--- src/rtl/data_lane_destriper.sv ---
// Lane destriper: captures one lane-aligned beat and serializes its enabled lanes, lane 0 first.
// Optional illegal lane-enable detection is built when DESTRIPER_LANE_CHECK_EN is defined.
module data_lane_destriper #(
    parameter int NUM_LANES  = 4,
    parameter int DATA_WIDTH = 8
) (
    input  logic                  clk_i,
    input  logic                  rst_ni,
    input  logic [DATA_WIDTH-1:0] striped_data_i [NUM_LANES],
    input  logic                  striped_data_valid_i,
    output logic                  striped_data_ready_o,
    input  logic                  lanes_enabled_i [NUM_LANES],
    output logic [DATA_WIDTH-1:0] destriped_data_o,
    output logic                  destriped_data_valid_o,
    input  logic                  destriped_data_ready_i,
    output logic                  lane_cfg_err_o,
    output logic                  state_dbg_o
);

    localparam int CW = (NUM_LANES > 1) ? $clog2(NUM_LANES) : 1;
    localparam int KW = $clog2(NUM_LANES + 1);

    typedef enum logic {
        IDLE   = 1'b0,
        UNPACK = 1'b1
    } state_t;

    state_t                state_q, state_d;
    logic [CW-1:0]         cnt_q, cnt_d;
    logic [CW-1:0]         cntr_max_q, cntr_max_d;
    logic [DATA_WIDTH-1:0] lane_buf_q [NUM_LANES];
    logic [KW-1:0]         lane_cnt;
    logic                  last_accept;
    logic                  capture;
    logic                  ready;

    // Both ports use valid/ready: a transfer happens on the rising edge where
    // valid and ready are both 1; a producer holds data stable while valid=1
    // and ready=0. Input ready is combinational so a new beat can be taken on
    // the same edge the last symbol of the current beat leaves (no bubble).
    always_comb begin
        lane_cnt = '0;
        for (int i = 0; i < NUM_LANES; i++) begin
            lane_cnt = lane_cnt + KW'(lanes_enabled_i[i]);
        end
        cntr_max_d = CW'(lane_cnt - KW'(1));
    end

    always_comb begin
        last_accept = (state_q == UNPACK) && destriped_data_ready_i && (cnt_q == cntr_max_q);
        ready       = rst_ni && (lane_cnt != '0) && ((state_q == IDLE) || last_accept);
        capture     = striped_data_valid_i && ready;
        state_d     = state_q;
        cnt_d       = cnt_q;
        case (state_q)
            IDLE: begin
                if (capture) begin
                    state_d = UNPACK;
                    cnt_d   = '0;
                end
            end
            UNPACK: begin
                if (destriped_data_ready_i) begin
                    if (cnt_q == cntr_max_q) begin
                        state_d = capture ? UNPACK : IDLE;
                        cnt_d   = '0;
                    end else begin
                        cnt_d = cnt_q + CW'(1);
                    end
                end
            end
            default: begin
                state_d = IDLE;
                cnt_d   = '0;
            end
        endcase
    end

    always_ff @(posedge clk_i or negedge rst_ni) begin
        if (!rst_ni) begin
            state_q    <= IDLE;
            cnt_q      <= '0;
            cntr_max_q <= '0;
        end else begin
            state_q <= state_d;
            cnt_q   <= cnt_d;
            if (capture) begin
                cntr_max_q <= cntr_max_d;
            end
        end
    end

    always_ff @(posedge clk_i or negedge rst_ni) begin
        if (!rst_ni) begin
            for (int i = 0; i < NUM_LANES; i++) begin
                lane_buf_q[i] <= '0;
            end
        end else if (capture) begin
            for (int i = 0; i < NUM_LANES; i++) begin
                lane_buf_q[i] <= striped_data_i[i];
            end
        end
    end

    assign striped_data_ready_o   = ready;
    assign destriped_data_valid_o = (state_q == UNPACK);
    assign destriped_data_o       = (state_q == UNPACK) ? lane_buf_q[cnt_q] : '0;
    assign state_dbg_o            = (state_q == UNPACK);

`ifdef DESTRIPER_LANE_CHECK_EN
    logic therm_bad;
    logic err_q;

    // A lane enabled above a disabled one breaks the thermometer code.
    always_comb begin
        therm_bad = 1'b0;
        for (int i = 0; i < NUM_LANES - 1; i++) begin
            if (lanes_enabled_i[i+1] && !lanes_enabled_i[i]) begin
                therm_bad = 1'b1;
            end
        end
    end

    always_ff @(posedge clk_i or negedge rst_ni) begin
        if (!rst_ni) begin
            err_q <= 1'b0;
        end else if (striped_data_valid_i && therm_bad) begin
            err_q <= 1'b1;
        end
    end

    assign lane_cfg_err_o = err_q;
`else
    assign lane_cfg_err_o = 1'b0;
`endif

endmodule

--- config.mk ---
export PLATFORM = sky130hd
export DESIGN_NAME = data_lane_destriper
export DESIGN_NICKNAME = d
export VERILOG_FILES = /design/src/rtl/data_lane_destriper.sv
export SDC_FILE = /design/constraint.sdc
export NUM_CORES = 1
export LEC_CHECK = 0
export CORE_UTILIZATION = 49
export CTS_BUF_LIST = sky130_fd_sc_hd__clkbuf_4
export CTS_CLUSTER_SIZE = 10
export DETAILED_ROUTE_END_ITERATION = 10
export GPL_ROUTABILITY_DRIVEN = 0
export PLACE_DENSITY_LB_ADDON = 0.3
export SYNTH_ARGS = -nofsm -noshare
export SYNTH_HDL_FRONTEND = slang
export SYNTH_SLANG_ARGS = --single-unit
--- constraint.sdc ---
create_clock -name clk_i -period 3.87 [get_ports clk_i]
set_input_delay 0.9675 -clock clk_i [delete_from_list [all_inputs] [get_ports clk_i]]
set_output_delay 0.9675 -clock clk_i [all_outputs]
set_load 0.1 [all_outputs]
**Run 1: the clock network**

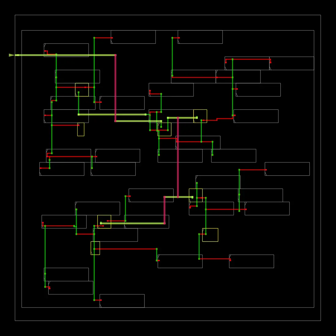
count of clock-net buffers in the final layout: 5
insertion delay at the late pin of the worst-skew pair: 0.34 ns
Final Skew: 0.0123 ns

**Run 1: cells coloured by class**

Drawn at 10 px/um.
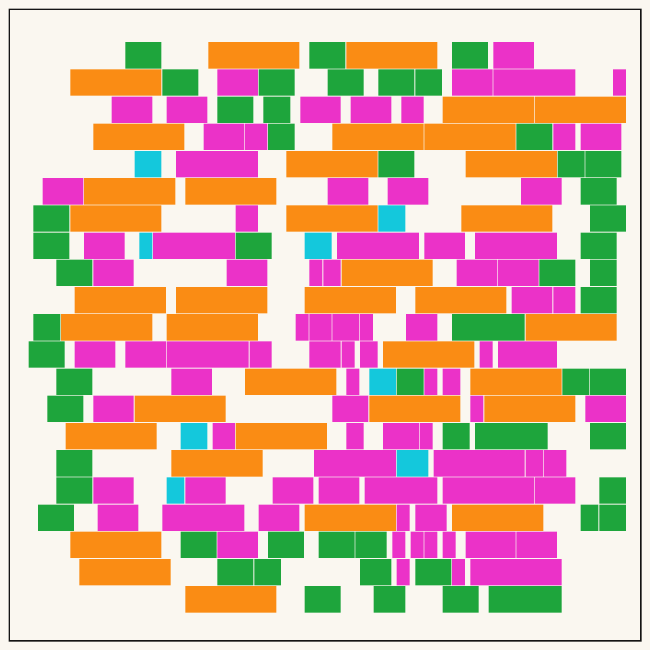
legend:
  green:
    class: remaining buffers and delay cells
    cells: 54
    share_of_their_area: 22%
  cyan:
    class: clock drivers and dummy loads
    cells: 8
    share_of_their_area: 2.3%
  magenta:
    class: combinational and other logic
    cells: 85
    share_of_their_area: 37%
  orange:
    class: sequential cells
    cells: 37
    share_of_their_area: 39%

==> impl_metrics.tcl, run 1 <==
# place-and-route summary
set metrics [dict create \
    run_status "finished clean" \
    cts_post_setup_buffers_inserted 0 \
    reg2regPathDepth 5 \
    number_of_nets_in_the_synthesized_netlist 174 \
    cts-htree-levels 2 \
    timing.final.max_slew_violations 0 \
    largest_reg_flops 32 \
    hold_path_class "reg2reg" \
    cts_buffer_depth 2 \
    rsz0062_at_grt "false" \
    critical_path.endpoint_type "primary output" \
    synth.avg_cell_area_um2 14.0 \
    timing.final.crit_period_ns 3.79 \
    tapCellCount 46 \
    ctsResizeCount 11 \
    ys_top_logic_family "multiplexers" \
    r2r_start "cnt_q[0]" \
    num-fill-cells 259 \
    hold_buffers 0 \
    worst_slew_margin_rel 0.583 \
    seq_share 0.377 \
    maxClockFrequency_mhz 264 \
    fin_ws_ns 0.0765 \
    flop-count 37 \
    initial_utilization 0.530 \
    finalCoreUtilization 0.714 \
    critical_path.max_stage_delay_ns 0.55 \
    pin_count_of_the_biggest_net_entering_global_routing 22 \
    clock_cell_area_share 0.0224 \
    final.signal_buffer_count 54 \
    crit_end "striped_data_ready_o" \
    holdPathStages 1 \
    yosysSeqAreaShare 0.508 \
    ioPinCount 52 \
    synthSimpleGateAreaFrac 0.0590 \
    n_antenna_cell 0 \
    multiInputGateArea_um2 846 \
    postRouteAntennaNets 0 \
    core-area_um2 3440 \
    number_of_instances_in_the_synthesized_netlist 130 \
    cts_num_sinks 37 \
    critical_path.slowest_cell "sky130_fd_sc_hd__fa_1" \
    ys_sh_adder 0.0316 \
]
**Run 1: routed metal per tile**

Drawn at 4 px/um. 13 x 13 tiles, from dark purple (low) to yellow (high), scaled to the fullest tile. Values are wire area over tile area, all layers added.
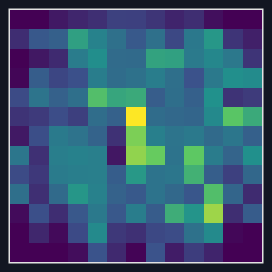
fullest tile: 0.42
tiles over half the peak: 12%
densest ninth of the die: centre
mean over tiles: 0.13
nearly empty tiles: 8.9%

**Run 1: pin map**

Drawn at 6 px/um. Pins as bars across the die edge, other pins in grey.
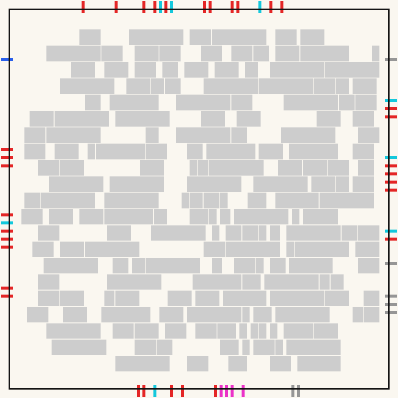
legend:
  magenta:
    port: lanes_enabled_i
    pins: 4
    direction: input
    edge: bottom
  cyan:
    port: destriped_data_o
    pins: 8
    direction: output
    edge: 3 right, 3 top, 1 bottom, 1 left
  blue:
    port: clk_i
    pins: 1
    direction: input
    edge: left
  red:
    port: striped_data_i
    pins: 32
    direction: input
    edge: 11 top, 9 left, 7 right, 5 bottom
all pins by edge: 15 right, 14 top, 12 bottom, 11 left
horizontal extent of the die: 63.0 um
port bufs: 50
Die Ht: 63.0 um

-- run 1: layer usage --
metal | global-route usage | up-vias | share of wire
met3 | 0.0620 | 6 | 0.046
met1 | 0.221 | 598 | 0.41
met2 | 0.356 | 32 | 0.54
met5 | 0 | - | 0
met4 | 0.0523 | 0 | 0.011
li1 | - | 555 | -
-- run 1: cell usage after synthesis --
cell,n,area [um^2]
sky130_fd_sc_hd__nand4_1,1,6.26
sky130_fd_sc_hd__fa_1,1,20.0
sky130_fd_sc_hd__buf_4,2,15.0
sky130_fd_sc_hd__clkbuf_1,1,3.75
sky130_fd_sc_hd__buf_6,3,33.8
sky130_fd_sc_hd__a21oi_4,1,16.3
sky130_fd_sc_hd__buf_1,1,3.75
sky130_fd_sc_hd__and2_1,8,50.1
sky130_fd_sc_hd__nand2b_1,1,6.26
sky130_fd_sc_hd__mux4_2,8,180
sky130_fd_sc_hd__nand2_1,4,15.0
sky130_fd_sc_hd__nor3_1,1,5.00
sky130_fd_sc_hd__dfrtp_1,37,926
sky130_fd_sc_hd__buf_2,1,5.00
sky130_fd_sc_hd__nand3_1,3,15.0
sky130_fd_sc_hd__mux2_2,31,349
sky130_fd_sc_hd__o2bb2ai_1,1,8.76
sky130_fd_sc_hd__a21oi_1,1,5.00
sky130_fd_sc_hd__inv_1,11,41.3
sky130_fd_sc_hd__mux2i_1,2,20.0
sky130_fd_sc_hd__o211ai_1,1,7.51
sky130_fd_sc_hd__nor2_1,1,3.75
sky130_fd_sc_hd__conb_1,1,3.75
sky130_fd_sc_hd__xnor2_1,2,17.5
sky130_fd_sc_hd__and3_1,1,6.26
sky130_fd_sc_hd__mux2_1,2,22.5
sky130_fd_sc_hd__ha_1,3,37.5
--- run 2 (diff from run 1) ---
--- a/config.mk
+++ b/config.mk
@@ -5,6 +5,7 @@
 export SDC_FILE = /design/constraint.sdc
 export NUM_CORES = 1
 export LEC_CHECK = 0
+export ABC_AREA = 0
 export CORE_UTILIZATION = 49
 export CTS_BUF_LIST = sky130_fd_sc_hd__clkbuf_4
 export CTS_CLUSTER_SIZE = 10
**Run 2: cells coloured by class**

Drawn at 10 px/um.
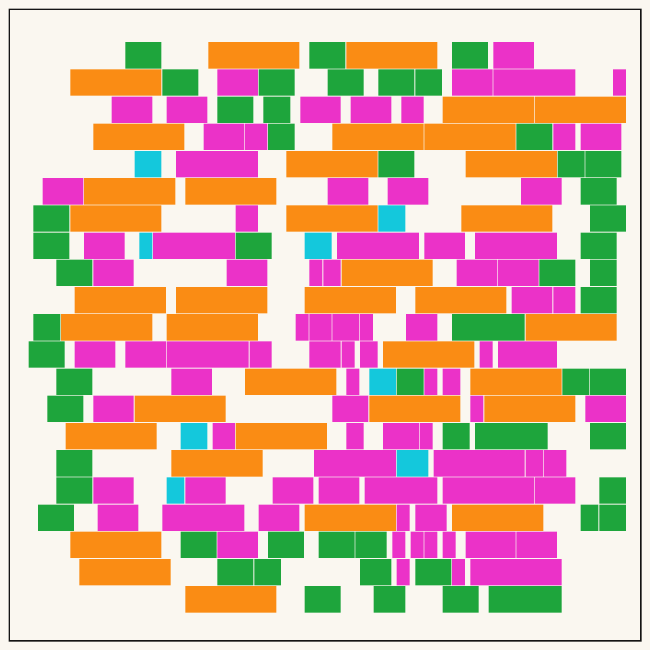
legend:
  cyan:
    class: clock drivers and dummy loads
    cells: 8
    share_of_their_area: 2.3%
  magenta:
    class: combinational and other logic
    cells: 85
    share_of_their_area: 37%
  green:
    class: remaining buffers and delay cells
    cells: 54
    share_of_their_area: 22%
  orange:
    class: sequential cells
    cells: 37
    share_of_their_area: 39%

==> impl_metrics.tcl, run 2 <==
# place-and-route summary
set metrics [dict create \
    run_status "finished clean" \
    crit_end "striped_data_ready_o" \
    fp.dieArea_um2 3970 \
    largest-register "lane_buf_q" \
    number_of_instances_in_the_synthesized_netlist 130 \
    yosys.area.top_type_share 0.508 \
    cts-htree-levels 2 \
    postRouteAntennaNets 0 \
    ys_top_cells_by_count "sky130_fd_sc_hd__dfrtp_1 (37), sky130_fd_sc_hd__mux2_2 (31), sky130_fd_sc_hd__inv_1 (11)" \
    synth.avg_cell_area_um2 14.0 \
    top_delay_family_on_crit_path "adder cells" \
    rsz0062_at_grt "false" \
    drt_drc_violations_left 0 \
    critical_path.slowest_cell "sky130_fd_sc_hd__fa_1" \
    n_antenna_cell 0 \
    cts_post_setup_buffers_inserted 0 \
    biggestRegsByFlops "lane_buf_q x32, cnt_q x2, cntr_max_q x2" \
    r2r_start "cnt_q[0]" \
    maxClockFrequency_mhz 264 \
    setup_viol_count_final 0 \
    timing.final.max_slew_violations 0 \
    yosys.cell_types.count 27 \
    critical_path.endpoint_type "primary output" \
    cts_buffer_depth 2 \
    path_class "in2out" \
    worst_slew_margin_rel 0.583 \
    initial_utilization 0.530 \
    number_of_global_route_vias_before_repair 1339 \
    fin_worst_skew_ns 0.0123 \
    fin_nets 227 \
    asyncSetResetFlopFracSynth 1.00 \
    hold_buffers 0 \
    pin_count_of_the_biggest_net_entering_global_routing 22 \
    num-fill-cells 259 \
    timing.final.crit_period_ns 3.79 \
    route.final.wire_length_mm 3.31 \
    yosysSeqAreaShare 0.508 \
    core-area_um2 3440 \
    design_area_um2 2460 \
    path_max_fanout 2 \
    reg2regPathDepth 5 \
    horizontal_extent_of_the_die_um 63.0 \
    hold_path_class "reg2reg" \
    die-height_um 63.0 \
    worst-endpoint-required_ns 2.90 \
    worstSkewPairLatency_ns 0.34 \
    io_buffers 50 \
    critical_path.max_stage_delay_ns 0.55 \
    ioPinCount 52 \
    number_of_nets_in_the_synthesized_netlist 174 \
    synthMostInstantiatedCell "sky130_fd_sc_hd__dfrtp_1" \
    post_route_cells_drive_above_1_share 0.386 \
    fin_ws_ns 0.0765 \
    cts-root-buf "sky130_fd_sc_hd__clkbuf_4" \
    top_cells_by_area "sky130_fd_sc_hd__dfrtp_1 (51%), sky130_fd_sc_hd__mux2_2 (19%), sky130_fd_sc_hd__mux4_2 (9.9%)" \
    flip_flops_with_a_built_in_enable 0 \
    multiInputGateArea_um2 846 \
    core.rowCount 21 \
    largest_reg_flops 32 \
    finish.cell_count_without_fillers 230 \
    cts_num_sinks 37 \
    synth_top_flop_cell "sky130_fd_sc_hd__dfrtp_1" \
    placedInstanceArea_um2 2360 \
    post-synth-top-area-cell "sky130_fd_sc_hd__dfrtp_1" \
    synthesis.yosys.warnings 0 \
    r2r-end "lane_buf_q[9]" \
]
## run 2: cell counts after synthesis
No cell type changed its count.
## run 2: what timing repair did
action | in CTS | in global routing
endpoints found under the setup margin | 1 | 1
resized | 11 | 2
pin swaps | 3 | 0
## run 2: kinds of logic after synthesis
group                      Yosys count  share of synthesized area
adders and majority gates            4                     0.0316
xor gates and xnor gates             2                    0.00960
and+or+nand+nor                     20                     0.0590
muxes                               43                      0.313
buffers and inverters               19                     0.0562
AOI/OAI and AO/OA                    4                     0.0206
other                                1                    0.00206
DFF                                 37                      0.508
## run 2: worst min path at each step
stage,end,slack (ns),cells past startpoint
6_report,lane_buf_q[30],0.50,1
5_1_grt,lane_buf_q[13],0.53,1
4_1_cts,lane_buf_q[30],0.51,1
3_5_place_dp,lane_buf_q[30],0.49,1
3_3_place_gp,lane_buf_q[30],0.47,1
2_1_floorplan,lane_buf_q[30],0.45,1
## run 2: per-layer routing
| layer | vias to the layer above | GRT usage | wire length (um) |
|---|---|---|---|
| li1 | 555 | - | - |
| met1 | 598 | 0.221 | 1350 |
| met2 | 32 | 0.356 | 1780 |
| met3 | 6 | 0.0620 | 152 |
| met4 | 0 | 0.0523 | 35 |
| met5 | - | 0 | 0 |
## run 2: metrics by stage
stage / util
CTS: 0.711
global placement: 0.685
finish: 0.714
detailed placement: 0.685
global route: 0.714
floorplan: -
## run 2: layout make-up
cell class / instances / share of cell area
clock buffer: 5 / 0.0153
tap: 46 / 0.0234
inverter: 11 / 0.0168
clock inverter: 3 / 0.00713
timing repair buffer: 54 / 0.216
multi-input combinational: 74 / 0.344
sequential: 37 / 0.377
**Run 2: routed metal per tile**

Drawn at 4 px/um. 13 x 13 tiles, from dark purple (low) to yellow (high), scaled to the fullest tile. Values are wire area over tile area, all layers added.
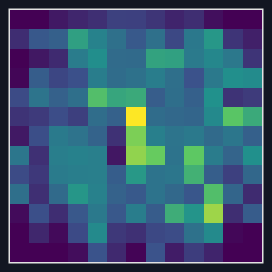

--- run 3 (diff from run 2) ---
--- a/config.mk
+++ b/config.mk
@@ -5,7 +5,7 @@
 export SDC_FILE = /design/constraint.sdc
 export NUM_CORES = 1
 export LEC_CHECK = 0
-export ABC_AREA = 0
+export ABC_AREA = 1
 export CORE_UTILIZATION = 49
 export CTS_BUF_LIST = sky130_fd_sc_hd__clkbuf_4
 export CTS_CLUSTER_SIZE = 10
**Run 3: routed metal per tile**

Drawn at 4 px/um. 13 x 13 tiles, from dark purple (low) to yellow (high), scaled to the fullest tile. Values are wire area over tile area, all layers added.
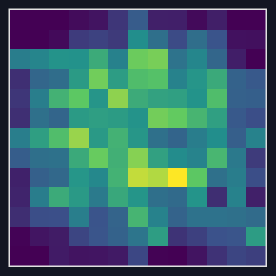
nearly empty tiles: 7.7%
fullest tile: 0.43
tiles over half the peak: 33%

==> impl_metrics.tcl, run 3 <==
# place-and-route summary
set metrics [dict create \
    run_status "finished clean" \
    finalCoreUtilization 0.680 \
    ys_sh_adder 0.0307 \
    core-area_um2 3660 \
    cts-htree-levels 2 \
    biggestRegsByFlops "lane_buf_q x32, cnt_q x2, cntr_max_q x2" \
    finish.cell_count_without_fillers 352 \
    critical_path.max_stage_delay_ns 0.49 \
    setup_viol_count_final 0 \
    asyncSetResetFlopFracSynth 1.00 \
    path_class "in2out" \
    ys_top_cells_by_count "sky130_fd_sc_hd__nand2_1 (107), sky130_fd_sc_hd__dfrtp_1 (37), sky130_fd_sc_hd__nor2_1 (32)" \
    fp.dieArea_um2 4080 \
    pin_count_of_the_biggest_net_entering_global_routing 38 \
    ys_chip_area_um2 1880 \
    aoi_share 0.0800 \
    horizontal_extent_of_the_die_um 63.9 \
    number_of_nets_in_the_synthesized_netlist 292 \
    cts-root-buf "sky130_fd_sc_hd__clkbuf_4" \
    io_buffers 50 \
    ys_top_logic_family "simple AND/OR/NAND/NOR gates" \
    critical_path.endpoint_type "primary output" \
    post_route_cells_drive_above_1_share 0.135 \
    largest_reg_flops 32 \
    die-height_um 63.9 \
    flip_flops_with_a_built_in_enable 0 \
    timing.final.max_slew_violations 0 \
    final-seq-area_um2 926 \
    top_cells_by_area "sky130_fd_sc_hd__dfrtp_1 (49%), sky130_fd_sc_hd__nand2_1 (21%), sky130_fd_sc_hd__nor2_1 (6.4%)" \
    layout.cells.most_common "sky130_fd_sc_hd__nand2_1" \
    drt-wirelength-per-cell_um 11.7 \
    maxClockFrequency_mhz 264 \
    synth_top_flop_cell "sky130_fd_sc_hd__dfrtp_1" \
    antenna_violations_before_repair 0 \
    rsz0062_at_grt "false" \
    timing.final.crit_period_ns 3.78 \
    path_max_fanout 2 \
    critical_path.slowest_cell "sky130_fd_sc_hd__fa_1" \
    cts_num_sinks 37 \
    num-fill-cells 337 \
    hold_viol_final 0 \
    design_area_um2 2490 \
    cts_buffer_depth 2 \
    ys_sh_mux 0 \
    placedInstanceArea_um2 2390 \
    post-synth-top-area-cell "sky130_fd_sc_hd__dfrtp_1" \
    multiInputGateArea_um2 826 \
    largest-register "lane_buf_q" \
    route.final.wire_length_mm 4.13 \
    clock_buffer_count_from_cts 5 \
    initial_utilization 0.513 \
    most-common-layout-cells "sky130_fd_sc_hd__nand2_1 (107), sky130_fd_sc_hd__dfrtp_1 (37), sky130_fd_sc_hd__clkdlybuf4s50_1 (37)" \
    cp.arrival_ns 2.82 \
    placed_cells 341 \
    worstSkewPairLatency_ns 0.35 \
    fin_nets 347 \
    number_of_global_route_vias_before_repair 1661 \
    cap_viol_max_count 0 \
    yosys.area.top_type_share 0.493 \
    postRouteAntennaNets 0 \
    worst_slew_margin_rel 0.357 \
    synth.avg_cell_area_um2 7.57 \
    n_antenna_cell 0 \
    fin_worst_skew_ns 0.00704 \
    grt_overflow 0 \
    yosys.cell_types.count 22 \
    synthSimpleGateAreaFrac 0.306 \
    yosysSeqAreaShare 0.493 \
    synthesis.yosys.warnings 0 \
    groute.usage.overall 0.230 \
    core.rowCount 22 \
    worst-endpoint-required_ns 2.90 \
    hold_path_class "reg2reg" \
    ioPinCount 52 \
    synth_xor_xnor_area_share 0.00467 \
    fin_ws_ns 0.0851 \
    drt_drc_violations_left 0 \
    number_of_instances_in_the_synthesized_netlist 248 \
    synthMostInstantiatedCell "sky130_fd_sc_hd__nand2_1" \
]
==> run 3: worst max-delay path, delay by kind of cell <==
family / cells / cell delay (ns)
adders and majority gates: 4 / 1.09
and+or+nand+nor: 1 / 0.08
AOI/OAI and AO/OA: 1 / 0.14
buffers and inverters: 6 / 0.54
==> run 3: stage by stage <==
stage / setup TNS [ns]
final: 0
after global routing: 0
after CTS: 0
after detailed placement: -0.420
after global placement: -0.368
after floorplan: -0.602
==> run 3: cell type report <==
| class | count | area share |
|---|---|---|
| flip-flops and latches | 37 | 0.372 |
| multi-input cells | 183 | 0.331 |
| repair buffers | 61 | 0.229 |
| well taps | 48 | 0.0241 |
| inverters | 15 | 0.0236 |
| clock buffers | 5 | 0.0151 |
| clock inverters | 3 | 0.00502 |
==> run 3: final timing paths <==
kind,endpoint,startpoint,cells after the start
max,striped_data_ready_o,lanes_enabled_i[3],12
min,lane_buf_q[5],lane_buf_q[5],2
max reg2reg,lane_buf_q[7],cnt_q[1],14
min reg2reg,lane_buf_q[5],lane_buf_q[5],2
max in group asynchronous,lane_buf_q[30],rst_ni,2
min in group asynchronous,destriped_data_valid_o,rst_ni,2
==> run 3: timing repair <==
item                                    4_1_cts  5_1_grt
resized                                       8        9
cloned                                        0        0
buffers inserted                              2        1
endpoints found under the setup margin        1        1
hold buffers                                  0        0
pin swaps                                     5        5
==> run 3: per-layer routing <==
layer,up-vias,share of wire,global-route usage
met2,52,0.48,0.387
met3,6,0.051,0.0518
met1,783,0.45,0.294
met5,-,0,0
met4,0,0.014,0.0682
li1,868,-,-
